**Run 1: cell classes on the final placement**

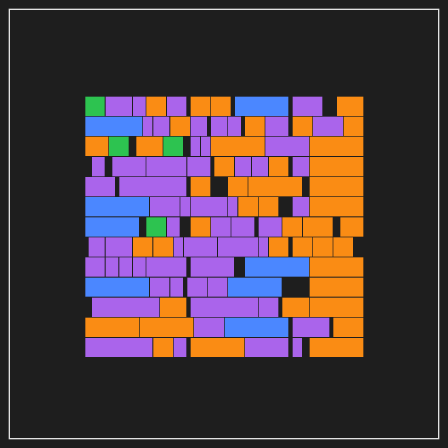
**Run 1: congestion heat map**

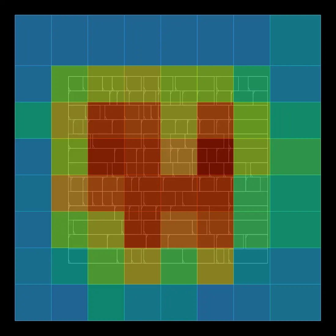
**Run 1: cell sizes after repair**

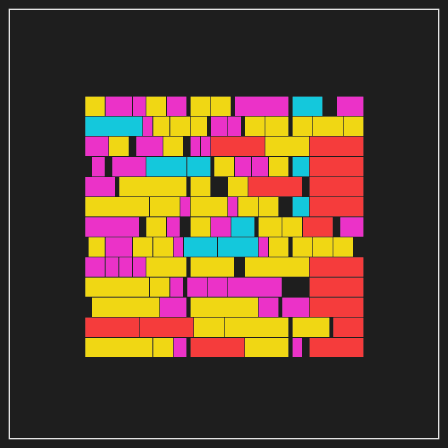
==> src/rtl/online_pkg.sv <==
// Shared definitions for the radix-2 online multiplier: sequencer states,
// signed-digit encodings and the iteration counter width helper.
package online_pkg;

   typedef enum logic [1:0] {
      IDLE = 2'd0,
      INIT = 2'd1,
      RUN  = 2'd2
   } state_e;

   // Two's complement signed digits in {-1, 0, +1}
   localparam logic [1:0] DIG_ZERO = 2'b00;
   localparam logic [1:0] DIG_POS  = 2'b01;
   localparam logic [1:0] DIG_NEG  = 2'b11;

   // Bits needed to hold values 0..max_count-1 (never less than one bit)
   function automatic int cnt_width(input int max_count);
      cnt_width = (max_count > 1) ? $clog2(max_count) : 1;
   endfunction

endpackage

==> src/rtl/online_mult_seq.sv <==
// Sequencer for a radix-2 MSD-first online multiplier. It accepts a start
// command, streams NO_OF_DIGITS operand digit pairs in, runs
// NO_OF_DIGITS+DELTA recurrence iterations (selection forced to zero during
// the DELTA-iteration online delay) and streams NO_OF_DIGITS result digits out.
// DELTA must be at least 1 and NO_OF_DIGITS must be at least DELTA.
module online_mult_seq
   import online_pkg::*;
#(
   parameter int NO_OF_DIGITS = 8,
   parameter int RADIX_BITS   = 2,
   parameter int DELTA        = 3,
   parameter int CNT_W        = cnt_width(NO_OF_DIGITS + DELTA + 1)
) (
   input  logic                  clk,
   input  logic                  reset,
   input  logic                  start,
   output logic                  busy,
   input  logic                  in_valid,
   output logic                  in_ready,
   output logic                  pad_zero,
   output logic                  iter_en,
   output logic                  residual_clr,
   output logic                  sel_force_zero,
   input  logic [RADIX_BITS-1:0] sel_digit,
   output logic [CNT_W-1:0]      iter_idx,
   output logic                  out_valid,
   input  logic                  out_ready,
   output logic [RADIX_BITS-1:0] out_digit,
   output logic                  out_last,
   output logic                  done
);

   localparam logic [CNT_W-1:0] N_C       = CNT_W'(NO_OF_DIGITS);
   localparam logic [CNT_W-1:0] DELTA_C   = CNT_W'(DELTA);
   localparam logic [CNT_W-1:0] DELTA_M1  = CNT_W'(DELTA - 1);
   localparam logic [CNT_W-1:0] LAST_C    = CNT_W'(NO_OF_DIGITS + DELTA - 1);
   localparam logic [CNT_W-1:0] CNT_ONE   = CNT_W'(1);

   state_e           state_q;
   logic [CNT_W-1:0] cnt_q;
   logic             done_q;
   logic             residual_clr_q;

   logic             busy_s;
   logic             run_s;
   logic             need_in_s;
   logic             produce_s;
   logic             in_ok_s;
   logic             adv_ok_s;
   logic             iter_en_s;
   logic             out_valid_s;

   // Handshake and datapath control derived from state and iteration count
   always_comb begin
      busy_s      = (state_q != IDLE);
      run_s       = (state_q == RUN);
      need_in_s   = (cnt_q < N_C);
      produce_s   = (cnt_q >= DELTA_C);
      in_ok_s     = !need_in_s || in_valid;
      // A producing iteration may only advance when its digit is taken,
      // so no operand is consumed without a result digit leaving.
      adv_ok_s    = !produce_s || out_ready;
      iter_en_s   = busy_s && in_ok_s && adv_ok_s;
      out_valid_s = run_s && in_ok_s;
   end

   // Sequencer FSM: IDLE -> INIT (online delay) -> RUN (digit output) -> IDLE
   always_ff @(posedge clk) begin
      if (reset) begin
         state_q        <= IDLE;
         cnt_q          <= '0;
         done_q         <= 1'b0;
         residual_clr_q <= 1'b0;
      end else begin
         done_q         <= 1'b0;
         residual_clr_q <= 1'b0;
         case (state_q)
            IDLE: begin
               if (start) begin
                  state_q        <= INIT;
                  cnt_q          <= '0;
                  residual_clr_q <= 1'b1;
               end
            end
            INIT: begin
               if (iter_en_s) begin
                  cnt_q <= cnt_q + CNT_ONE;
                  if (cnt_q == DELTA_M1) begin
                     state_q <= RUN;
                  end
               end
            end
            RUN: begin
               if (iter_en_s) begin
                  if (cnt_q == LAST_C) begin
                     state_q <= IDLE;
                     cnt_q   <= '0;
                     done_q  <= 1'b1;
                  end else begin
                     cnt_q <= cnt_q + CNT_ONE;
                  end
               end
            end
            default: begin
               state_q <= IDLE;
               cnt_q   <= '0;
            end
         endcase
      end
   end

   assign busy           = busy_s;
   assign in_ready       = busy_s && need_in_s && adv_ok_s;
   assign pad_zero       = busy_s && !need_in_s;
   assign iter_en        = iter_en_s;
   assign residual_clr   = residual_clr_q;
   assign sel_force_zero = !run_s;
   assign iter_idx       = cnt_q;
   assign out_valid      = out_valid_s;
   assign out_digit      = out_valid_s ? sel_digit : RADIX_BITS'(DIG_ZERO);
   assign out_last       = out_valid_s && (cnt_q == LAST_C);
   assign done           = done_q;

endmodule

==> config.mk <==
export PLATFORM = sky130hd
export DESIGN_NAME = online_mult_seq
export DESIGN_NICKNAME = d
export VERILOG_FILES = /design/src/rtl/online_pkg.sv /design/src/rtl/online_mult_seq.sv
export SDC_FILE = /design/constraint.sdc
export NUM_CORES = 1
export LEC_CHECK = 0
export CAP_MARGIN = 5
export CORE_MARGIN = 10
export CORE_UTILIZATION = 40
export CTS_BUF_LIST = sky130_fd_sc_hd__clkbuf_4
export CTS_CLUSTER_DIAMETER = 200
export CTS_CLUSTER_SIZE = 28
export DETAILED_ROUTE_END_ITERATION = 10
export PLACE_DENSITY = 0.77
export SLEW_MARGIN = 20
export SYNTH_ARGS = -nofsm -noshare
export SYNTH_HDL_FRONTEND = slang
export SYNTH_SLANG_ARGS = --single-unit
==> constraint.sdc <==
create_clock -name clk -period 1.8 [get_ports clk]
set_clock_uncertainty 0.1 [all_clocks]
set_input_delay 0.45 -clock clk [delete_from_list [all_inputs] [get_ports clk]]
set_output_delay 0.45 -clock clk [all_outputs]
set_load 0.05 [all_outputs]
==> results.py, run 1 <==
# Synthesis and PnR figures
metrics = {
    "synth": {
        "ys.flops": 8,
        "ys_cells": 67,
        "ys_types": 28,
        "syn_avg_cell_area_um2": 8.57,
        "ys_area_um2": 574,
        "aoi_share_pct": 17.9,
        "adder_share_pct": 13.1,
        "yosysTopAreaCellShare_pct": 27.9,
        "top_area_cell": "dfxtp_1",
        "syn_inst": 67,
        "synthTopCellsByArea": "dfxtp_1 28%, ha_1 13%, nor2_1 4.6%",
        "postSynthSeqShare_pct": 27.9,
        "syn_nets": 80,
        "mux_area_share_pct": 1.74,
        "syn_area_um2": 574,
    },
    "global_routing": {
        "grt_usage_pct": 13.0,
        "antenna_found_initial": 0,
        "grt_pass1_vias": 680,
        "grt_pass1_wl_um": 3570,
        "grt_max_degree": 12,
        "gr-total-overflow": 0,
    },
    "clocking": {
        "clkSlewWorstSetupHoldPaths_ps": 70,
        "hold_buffers": 0,
        "cts_buffers": 3,
        "cts_tree": "done",
        "cts_root_buffer": "clkbuf_4",
        "clock-sinks": 8,
        "clk_latency_ps": 270,
    },
    "final_layout": {
        "comb_area_um2": 502,
        "lay_top_cells": "22 x buf_4, 13 x buf_12",
        "logic_gate_count": 51,
        "largest_class": "buffers",
        "ff_count": 8,
        "regArea_um2": 176,
        "non_clock_inverter_count": 6,
        "seq_share_pct": 13.9,
        "final_cells": 127,
        "drive_gt1_share_pct": 65.2,
        "clock_buffers": 4,
        "clkCellAreaFrac_pct": 2.37,
        "nFillCells": 32,
        "nets": 126,
        "largest_reg_flops": 4,
        "sh_comb_area_pct": 39.6,
        "final-nonclk-buf-share_pct": 39.9,
    },
    "status": {
        "violations": "negative setup slack",
        "outcome": "finished with violations",
    },
    "sta": {
        "fin_crit_sh_pct": 111,
        "slew_headroom_pct": 73.9,
        "finalMaxSlewViolations": 0,
        "period_needed_ps": 2000,
        "holdWs_ps": 542,
        "setup_violations": 12,
        "fin_ws_ps": -195,
        "worst_pin_slew_ps": 389,
        "timing.fmax_ghz": 0.501,
        "finalSetupTns_ps": -1210,
        "hold_viol_final": 0,
    },
    "pwr": {
        "pg_seq_mw": 0.207,
        "power_switching_mw": 0.485,
        "ir_drop_uv": 865,
        "power_frac_clock_pct": 16.8,
        "clk-power_mw": 0.190,
        "design_power_total_mw": 1.13,
        "pg_comb_mw": 0.730,
        "sw_frac_of_total_pct": 43.1,
        "cell_internal_pwr_mw": 0.642,
        "p_leak_nw": 0.528,
        "pwr-share-seq_pct": 18.3,
    },
    "die": {
        "initCoreUtil_pct": 43.1,
        "die_area_um2": 3350,
        "nWellTaps": 15,
        "chipHeight_um": 57.9,
        "die_w_um": 57.9,
        "ioPinCount": 22,
    },
    "worst_setup_path": {
        "cpPeakStageDelay_ps": 340,
        "critPathArrivalTime_ps": 1450,
        "required_ps": 1250,
        "cp_slowest_cell": "dfxtp_2",
        "crit_family": "buffers and inverters",
        "setup.worst_path.class": "flip-flop to primary output",
        "startpoint_type": "flip-flop",
        "crit_fanout": 3,
        "end_kind": "primary output",
        "crit_chain": "inv_4 > ha_4 > clkinvlp_4 > buf_4 > nor2_4 > buf_12",
    },
    "placed_design": {
        "place_inst": 109,
        "gp_congestion": 0.817,
        "place_worst_setup_slack_ps": -360,
        "placed_area_um2": 1040,
        "dpl.hpwl_um": 1450,
    },
    "drt": {
        "wirelength_um": 3000,
        "via_per_inst": 6.30,
        "drt_pass1_iterations": 4,
        "remaining_drc_errors": 0,
        "vias": 800,
        "drtIter0Drc": 30,
        "route.antenna.remaining_nets": 0,
    },
    "run": {
        "drv_cap": 0,
        "openroad.warnings": 34,
    },
    "worst_hold_path": {
        "hold_path_class": "flip-flop to flip-flop",
    },
}
About 'cell classes on the final placement':
Key: other buffers and delay cells = orange [cells 43, share of their area 41%]; clock drivers and dummy loads = green [cells 4, share of their area 2.4%]; all other logic = purple [cells 57, share of their area 43%]; flip-flops = blue [cells 8, share of their area 14%]
cell area after layout: 1270 um^2
Rows: 13
final core utilization: 94.9%

About 'congestion heat map':
met3 Use GR: 3.70%
wire length per cell: 23.6 um
most used routing layer: met2
GRT met1 Usage: 15.7%

About 'cell sizes after repair':
Key: drive 6 and up = red [cells 15, share 13%, most used buf_12]; drive 3 to 4 = yellow [cells 49, share 44%, most used buf_4]; drive 2 = cyan [cells 9, share 8.0%]; drive 1 or less = magenta [cells 39, share 35%]
Area Overhead vs Synth: 120%
Worst Setup Slack, final: -195 ps
Signal buffers: 43

## run 1: per-layer routing
layer  routed length, um  global-route usage [%]
met5                   0                       0
met1                1180                    15.7
met4                 166                    3.02
met2                1360                    22.1
met3                 295                    3.70
## run 1: final timing paths
kind	to	start	cells past startpoint	slack, ps
worst max-delay path	out_last	state_q[0]$_SDFFE_PP0P_	6	-200
worst min-delay path	iter_idx[3]$_SDFFE_PP0P_	iter_idx[3]$_SDFFE_PP0P_	2	540
worst min register to register	iter_idx[3]$_SDFFE_PP0P_	iter_idx[3]$_SDFFE_PP0P_	2	540
worst max register to register	iter_idx[1]$_SDFFE_PP0P_	state_q[1]$_SDFFE_PP0P_	7	-110
## run 1: synthesized netlist by cell type
| library cell | count |
|---|---|
| o221ai_2 | 1 |
| o21ai_0 | 4 |
| o21bai_1 | 1 |
| and2_1 | 2 |
| ha_1 | 6 |
| or4b_2 | 1 |
| nor2_1 | 7 |
| buf_6 | 2 |
| a21oi_1 | 5 |
| nand2_1 | 4 |
| o211a_1 | 1 |
| or4_1 | 2 |
| nand2b_1 | 1 |
| nand3b_1 | 2 |
| nor3_1 | 2 |
| dfxtp_1 | 8 |
| nor3b_1 | 1 |
| nor3_4 | 1 |
| and3_1 | 2 |
| nand4bb_1 | 1 |
| nor2b_1 | 1 |
| and4bb_2 | 1 |
| mux2i_1 | 1 |
| nand3_1 | 1 |
| a21o_1 | 1 |
| o21ba_2 | 1 |
| o21a_1 | 1 |
| inv_1 | 6 |
## run 1: repair_timing
action	in CTS	in global routing
setup endpoints to repair	11	13
resized	14	15
pin swaps	7	12
setup buffers	7	8
**Run 1: where the registers sit**

Other sequential cells in the stronger grey, the rest of the logic in the fainter grey.
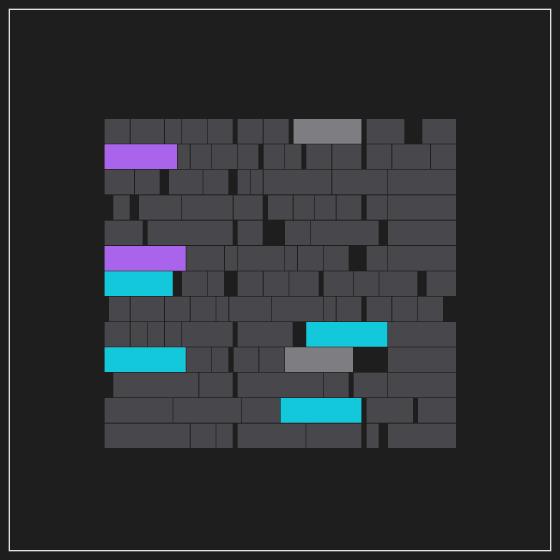

==> run 1 -> run 2 <==
--- a/config.mk
+++ b/config.mk
@@ -12,7 +12,7 @@
 export CTS_CLUSTER_DIAMETER = 200
 export CTS_CLUSTER_SIZE = 28
 export DETAILED_ROUTE_END_ITERATION = 10
-export PLACE_DENSITY = 0.77
+export PLACE_DENSITY = 0.82
 export SLEW_MARGIN = 20
 export SYNTH_ARGS = -nofsm -noshare
 export SYNTH_HDL_FRONTEND = slang
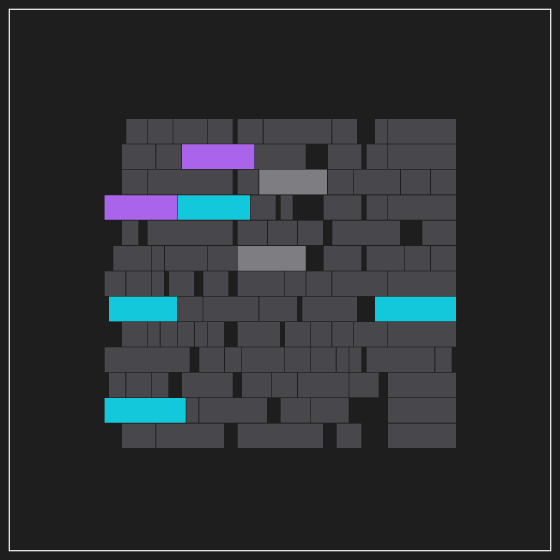
**Above:** run 2 (where the registers sit).
Other sequential cells in the stronger grey, the rest of the logic in the fainter grey.
Key: `state_q` = purple [sequential cells 2]; `iter_idx` = cyan [sequential cells 4]
Another 2 sequential cells are not coloured.
Seq area share: 14.2%
Sequential Power: 0.210 mW

==> run 2 against run 1 <==
The run still ends with negative setup slack left. Clock power is 7% lower. Final area is 4.4% lower. Non-clock buffer count is 7 lower. Hold slack better by 22 ps. Final cell count is 5.5% lower. Setup slack better by 22 ps. Die area stayed put. Fmax is 1.1% higher. Core utilization is 4.2 points lower. Flip-flop count stayed put. Total power is 7.2% lower. Critical path type unchanged. Highest routed layer unchanged.
==> results.py, run 2 <==
# Synthesis and PnR figures
metrics = {
    "synth": {
        "syn_avg_cell_area_um2": 8.57,
        "ys_area_um2": 574,
        "yosysTopAreaCellShare_pct": 27.9,
        "ys_types": 28,
        "synthTopCellsByArea": "dfxtp_1 28%, ha_1 13%, nor2_1 4.6%",
        "ys.flops": 8,
        "edf_count": 0,
        "syn_area_um2": 574,
        "ys_async_sr_fraction_pct": 0,
        "postSynthSeqShare_pct": 27.9,
        "syn_nets": 80,
        "flop_cell": "dfxtp_1",
        "syn_inst": 67,
        "top_cells_by_count": "8 x dfxtp_1, 7 x nor2_1, 6 x ha_1, 6 x inv_1, 5 x a21oi_1",
        "top_area_cell": "dfxtp_1",
        "ys_cells": 67,
    },
    "final_layout": {
        "largest_reg_flops": 4,
        "drive_gt1_share_pct": 65.7,
        "lay_top_cells": "15 x buf_4, 13 x buf_12",
        "syn2layout_area_growth_pct": 111,
        "finalInstanceArea_um2": 1210,
    },
    "drt": {
        "drt_pass1_iterations": 5,
        "via_per_inst": 5.77,
        "routedWlPerCell_um": 22.0,
        "drtIter0Drc": 49,
        "wirelength_um": 2640,
        "route.antenna.remaining_nets": 0,
        "remaining_drc_errors": 0,
    },
    "global_routing": {
        "busiest_layer": "met2",
        "grt_usage_pct": 14.3,
        "grt.met3_usage_pct": 5.01,
        "met2_usage_pct": 23.6,
        "gr-total-overflow": 0,
        "grt_max_degree": 12,
        "antenna_found_initial": 0,
        "grt_pass1_wl_um": 3680,
        "grt_pass1_vias": 722,
    },
    "placed_design": {
        "gp_congestion": 0.815,
    },
    "clocking": {
        "clkSlewWorstSetupHoldPaths_ps": 70,
        "clock-sinks": 8,
        "cts_buffers": 3,
        "clk_latency_ps": 270,
        "cts_root_buffer": "clkbuf_4",
        "htreeDepth": 1,
        "clock_path_buffers": 2,
    },
    "worst_setup_path": {
        "r2r.worst_path.cells": 7,
        "crit_family": "simple AND/OR/NAND/NOR gates",
        "setup.worst_path.class": "flip-flop to primary output",
        "crit_fanout": 3,
        "required_ps": 1250,
        "end_kind": "primary output",
        "critPathArrivalTime_ps": 1420,
        "crit_chain": "inv_4 > ha_4 > nand3b_1 > nor2_2 > buf_12",
        "crit_cells": 5,
        "cp_slowest_cell": "dfxtp_4",
        "cpPeakStageDelay_ps": 370,
        "startpoint_type": "flip-flop",
    },
    "sta": {
        "setup_violations": 10,
        "period_needed_ps": 1970,
        "finalMaxSlewViolations": 0,
        "fin_ws_ps": -173,
        "hold_viol_final": 0,
        "fin_crit_sh_pct": 110,
        "slew_headroom_pct": 74.7,
        "finalSetupTns_ps": -1030,
        "worst_pin_slew_ps": 377,
        "timing.fmax_ghz": 0.507,
        "holdWs_ps": 564,
    },
    "run": {
        "drv_cap": 0,
        "openroad.warnings": 33,
    },
    "pwr": {
        "p_leak_nw": 0.500,
    },
    "status": {
        "outcome": "finished with violations",
        "violations": "negative setup slack",
    },
    "die": {
        "die_area_um2": 3350,
        "chipHeight_um": 57.9,
        "ioPinCount": 22,
    },
}
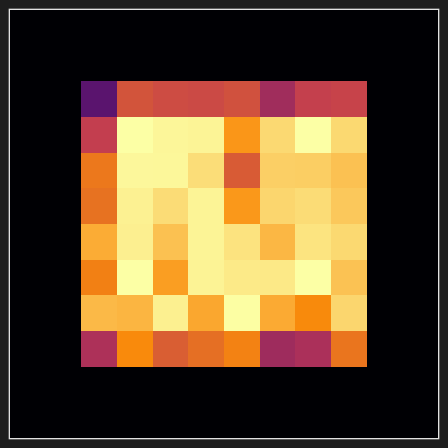
**Above:** run 2 (local utilization).
The die is cut into 12 by 12 equal tiles; black is low, pale yellow is high, 0 to 100% covered.
The emptiest ninth of the die: north-west. The mean over all tiles is 36%. 56% of the tiles are nearly empty. The fullest tile reaches 100%. 29% of the tiles are over 75% full. The densest ninth of the die: centre.
final core utilization: 90.7%
Core Area: 1330 um^2
fp util: 43.1%

## run 2: cells by family after synthesis
family	after synthesis	synth area share, %
AOI/OAI and AO/OA	15	17.9
adders and majority gates	6	13.1
buffers and inverters	8	7.84
DFF	8	27.9
muxes	1	1.74
and+or+nand+nor	29	31.6
## run 2: repair_timing
item / CTS / global route
endpoints found under the setup margin: 11 / 13
pin swaps: 12 / 7
setup buffers: 6 / 2
gates resized: 16 / 13
hold endpoints to repair: 0 / 0
## run 2: report_power, final
part | total [mW] | switching, mW | internal (mW)
clock | 0.177 | 0.0761 | 0.101
combinational | 0.658 | 0.349 | 0.309
sequential | 0.210 | 0.0169 | 0.194
## run 2: final timing paths
path | from | endpoint | slack (ps)
worst max-delay path | iter_idx[0]$_SDFFE_PP0P_ | out_last | -170
worst min-delay path | state_q[0]$_SDFFE_PP0P_ | state_q[0]$_SDFFE_PP0P_ | 560
worst max register to register | state_q[0]$_SDFFE_PP0P_ | iter_idx[1]$_SDFFE_PP0P_ | -60
worst min register to register | state_q[0]$_SDFFE_PP0P_ | state_q[0]$_SDFFE_PP0P_ | 560
## run 2: layout make-up
class                      count  area (um^2)
inverter                       6         31.3
clock buffer                   4         30.0
timing repair buffer          36          453
multi-input combinational     51          505
tap                           15         18.8
sequential                     8          171
fill                          48          124
## run 2: stage by stage
stage / power, mW / instances
2_1_floorplan: 0.541 / 67
4_1_cts: 0.977 / 119
3_5_place_dp: 0.751 / 109
3_3_place_gp: 0.734 / 109
6_report: 1.05 / 120
5_1_grt: 1.08 / 120
## run 2: routing by layer
layer  vias up  share of wire (%)
li1        310                  -
met1       330                 39
met2        46                 49
met3         6                8.9
met4         0                3.0
met5         -                  0
Power and IR drop assume default switching activity.
